**Wiring by layer**

(6 px per um)
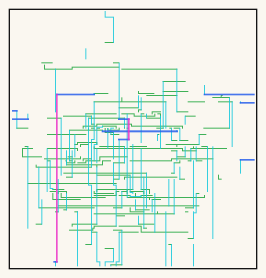
**Clock routing**

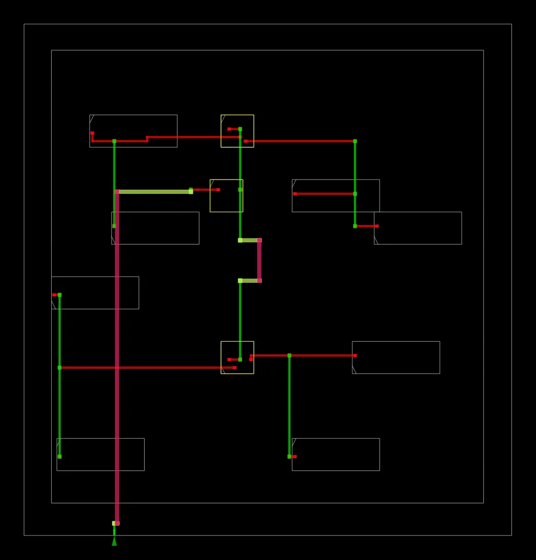
<file path="config.mk">
export PLATFORM = sky130hd
export DESIGN_NAME = ring_seq_onehot
export DESIGN_NICKNAME = d
export VERILOG_FILES = /design/src/rtl/ring_seq_pkg.sv /design/src/rtl/ring_lap_counter.sv /design/src/rtl/ring_seq_onehot.sv
export SDC_FILE = /design/constraint.sdc
export NUM_CORES = 1
export LEC_CHECK = 0
export CAP_MARGIN = 10
export CORE_AREA = 2 2 39 41
export DETAILED_ROUTE_END_ITERATION = 6
export DIE_AREA = 0 0 41 43
export PLACE_DENSITY = 0.6
export SLEW_MARGIN = 20
export SYNTH_ARGS = -nofsm -noshare
export SYNTH_HDL_FRONTEND = slang
export SYNTH_SLANG_ARGS = --single-unit
</file>
<file path="constraint.sdc">
create_clock -name clk -period 1.8 [get_ports clk]
set_clock_uncertainty 0.15 [all_clocks]
set_input_delay 0.36 -clock clk [delete_from_list [all_inputs] [get_ports clk]]
set_output_delay 0.36 -clock clk [all_outputs]
set_load 0.01 [all_outputs]
</file>
<file path="src/rtl/ring_seq_pkg.sv">
// Shared types, direction constants and index-width helpers for the one-hot ring sequencer.
package ring_seq_pkg;

   localparam logic DIR_FWD = 1'b0;
   localparam logic DIR_REV = 1'b1;

   typedef enum logic [2:0] {
      OP_HOLD,
      OP_LOAD,
      OP_LOAD_ERR,
      OP_FWD,
      OP_REV
   } ring_op_e;

   function automatic int clog2(input int unsigned n);
      int          r;
      int unsigned v;
      r = 0;
      v = 1;
      while (v < n) begin
         v = v << 1;
         r++;
      end
      return r;
   endfunction

   function automatic int idx_width(input int unsigned stages);
      return (clog2(stages) < 1) ? 1 : clog2(stages);
   endfunction

endpackage

</file>
<file path="src/rtl/ring_lap_counter.sv">
// Signed-modular lap counter: +1 per forward wrap, -1 per reverse wrap, sync active-low reset.
module ring_lap_counter #(
   parameter int LAPW = 8
) (
   input  logic            clk,
   input  logic            reset,
   input  logic            inc,
   input  logic            dec,
   output logic [LAPW-1:0] lap
);

   logic [LAPW-1:0] lap_q;
   logic [LAPW-1:0] lap_d;

   always_comb begin
      lap_d = lap_q;
      if (inc && !dec) begin
         lap_d = lap_q + LAPW'(1);
      end else if (dec && !inc) begin
         lap_d = lap_q - LAPW'(1);
      end
   end

   always_ff @(posedge clk) begin
      if (!reset) begin
         lap_q <= '0;
      end else begin
         lap_q <= lap_d;
      end
   end

   assign lap = lap_q;

endmodule

</file>
<file path="src/rtl/ring_seq_onehot.sv">
// Parametrised one-hot ring sequencer with step, load, wrap pulse and binary index.
// Optional lap counter port is built only when RING_LAP_CNT_EN is defined.
module ring_seq_onehot
   import ring_seq_pkg::*;
#(
   parameter int  STAGES      = 4,
   parameter int  RESET_STAGE = 0,
   parameter int  LAPW        = 8,
   localparam int IDXW        = idx_width(STAGES)
) (
   input  logic              clk,
   input  logic              reset,
   input  logic              en,
   input  logic              dir,
   input  logic              load,
   input  logic [IDXW-1:0]   load_idx,
   output logic [STAGES-1:0] state,
   output logic [IDXW-1:0]   idx,
   output logic              wrap,
   output logic              load_err
`ifdef RING_LAP_CNT_EN
   ,
   output logic [LAPW-1:0]   lap
`endif
);

   localparam logic [IDXW-1:0]   LAST_IDX  = IDXW'(STAGES - 1);
   localparam logic [IDXW-1:0]   RST_IDX   = IDXW'(RESET_STAGE);
   localparam logic [STAGES-1:0] RST_STATE = STAGES'(1) << RESET_STAGE;

   if (STAGES < 2 || RESET_STAGE < 0 || RESET_STAGE >= STAGES || LAPW < 1) begin : g_param_check
      $error("ring_seq_onehot: illegal parameter set");
   end

   logic [IDXW-1:0]   idx_q,   idx_d;
   logic [STAGES-1:0] state_q, state_d;
   logic              wrap_q,  wrap_d;
   logic              lerr_q,  lerr_d;
   logic              load_ok;
   ring_op_e          op;

   // Zero-extend both sides so non-power-of-two rings reject out-of-range indices.
   assign load_ok = ({1'b0, load_idx} <= {1'b0, LAST_IDX});

   always_comb begin
      op = OP_HOLD;
      if (load) begin
         op = load_ok ? OP_LOAD : OP_LOAD_ERR;
      end else if (en) begin
         op = (dir == DIR_REV) ? OP_REV : OP_FWD;
      end
   end

   // Steps rotate the one-hot vector in step with idx, so only loads need a decode.
   always_comb begin
      idx_d   = idx_q;
      state_d = state_q;
      wrap_d  = 1'b0;
      lerr_d  = 1'b0;
      unique case (op)
         OP_LOAD: begin
            idx_d            = load_idx;
            state_d          = '0;
            state_d[load_idx] = 1'b1;
         end
         OP_LOAD_ERR: begin
            lerr_d = 1'b1;
         end
         OP_FWD: begin
            wrap_d  = (idx_q == LAST_IDX);
            idx_d   = wrap_d ? '0 : idx_q + IDXW'(1);
            state_d = {state_q[STAGES-2:0], state_q[STAGES-1]};
         end
         OP_REV: begin
            wrap_d  = (idx_q == '0);
            idx_d   = wrap_d ? LAST_IDX : idx_q - IDXW'(1);
            state_d = {state_q[0], state_q[STAGES-1:1]};
         end
         default: begin
            idx_d   = idx_q;
            state_d = state_q;
         end
      endcase
   end

   always_ff @(posedge clk) begin
      if (!reset) begin
         idx_q   <= RST_IDX;
         state_q <= RST_STATE;
         wrap_q  <= 1'b0;
         lerr_q  <= 1'b0;
      end else begin
         idx_q   <= idx_d;
         state_q <= state_d;
         wrap_q  <= wrap_d;
         lerr_q  <= lerr_d;
      end
   end

   assign state    = state_q;
   assign idx      = idx_q;
   assign wrap     = wrap_q;
   assign load_err = lerr_q;

`ifdef RING_LAP_CNT_EN
   logic lap_inc;
   logic lap_dec;

   assign lap_inc = wrap_d && (op == OP_FWD);
   assign lap_dec = wrap_d && (op == OP_REV);

   ring_lap_counter #(
      .LAPW (LAPW)
   ) u_lap (
      .clk   (clk),
      .reset (reset),
      .inc   (lap_inc),
      .dec   (lap_dec),
      .lap   (lap)
   );
`endif

endmodule
</file>
==> out/metrics.cfg <==
[die]
die_h_um=43
core_area_um2=1380

[power]
p_clk_uw=140
power_frac_seq_pct=44.4
power.switching_uw=117
powerComb_uw=108
clockPowerShare_pct=31.4
sw_frac_of_total_pct=26.2
leakage_nw=0.273

[critical_path]
arrival_ns=1.18
critPathRequiredTime_ns=1.29
r2r_setup_slack_ns=0.31
path_cells=clkdlybuf4s50_1
worstSetupStartpointType=flop
rr_worst_depth=5
endpoint=state[3]
rr_startpoint=idx[0]
crit_path_end_kind=primary output
critPathMaxStageDelay_ns=0.56

[synthesis]
synthTopCellsByCount=dfxtp_1 (8), nand2_1 (6), inv_1 (4)
xor_area_share_pct=1.90
yosysWarnings=0
ys_sh_simple_pct=18.4
yosys_cells=51
synth_flops=8
synth_cell_types=26
edf_count=0
top_cells_by_area=dfxtp_1 (35%), ha_1 (5.4%), mux2_2 (4.9%)
synth_chip_area_um2=462
fa_ha_area_share_pct=5.42
aoi_share_pct=23.8
synth_cells=51
synth_seq_share_pct=34.7

[finish]
utilization_pct=47.2
syn_to_final_growth_pct=41.5
n_all_buffers=18
fin_area_um2=653
comb_area_um2=265
final_cells=85
sh_seq_area_pct=24.5
comb.multi_input.count=36
drive_gt1_share_pct=17.4
final_cell_mix=clkdlybuf4s50_1 (14), dfxtp_1 (8), nand2_1 (6), inv_1 (4), buf_4 (4)
largest_reg_flops=4
comb_share_pct=40.6
nonClkBufAreaFrac_pct=26.1

[worst_hold_path]
hold_start=idx[1]
hold_end=idx[1]

[grt]
grt_pass1_vias=338
use_met1_pct=20.8
grt_start_max_net_pins=12
grt_pass1_wl_mm=1.56
grt_busiest_layer=met1
use_met2_pct=15.6

[place]
port-buffer-count=14
pre_cts_ws_ns=-0.0496
globalplace.congestion=0.750

[drt]
drt_first_pass_iters=4
routed-wl-met2_um=416
vias_per_cell=4.88
route.met3.wl_um=37
drt_iter0_drc=6
route.detailed.drc=0
maxUsedRoutingLayer=met4
wl_met1_um=475

[clocking]
tritoncts=built
path_clk_slew_ns=0.06
htree_levels=1

[job]
drv_cap=0

[timing]
max_freq_ghz=0.590
hold_viol_final=0
fin_crit_ns=1.69

[status]
outcome=completed

Notes on 'wiring by layer' above:
[cyan] met2 | wire length: 416 um
[green] met1 | wire length: 476 um
[magenta] met4 | wire length: 31.3 um
[blue] met3 | wire length: 37.9 um
Vias: 415
WL final: 961 um
Tot GR Track Use: 13.6%

Notes on 'clock routing' above:
cts bufs inserted: 3
CTS sink cnt: 8
clkbuf count: 3
Seq cells: 8

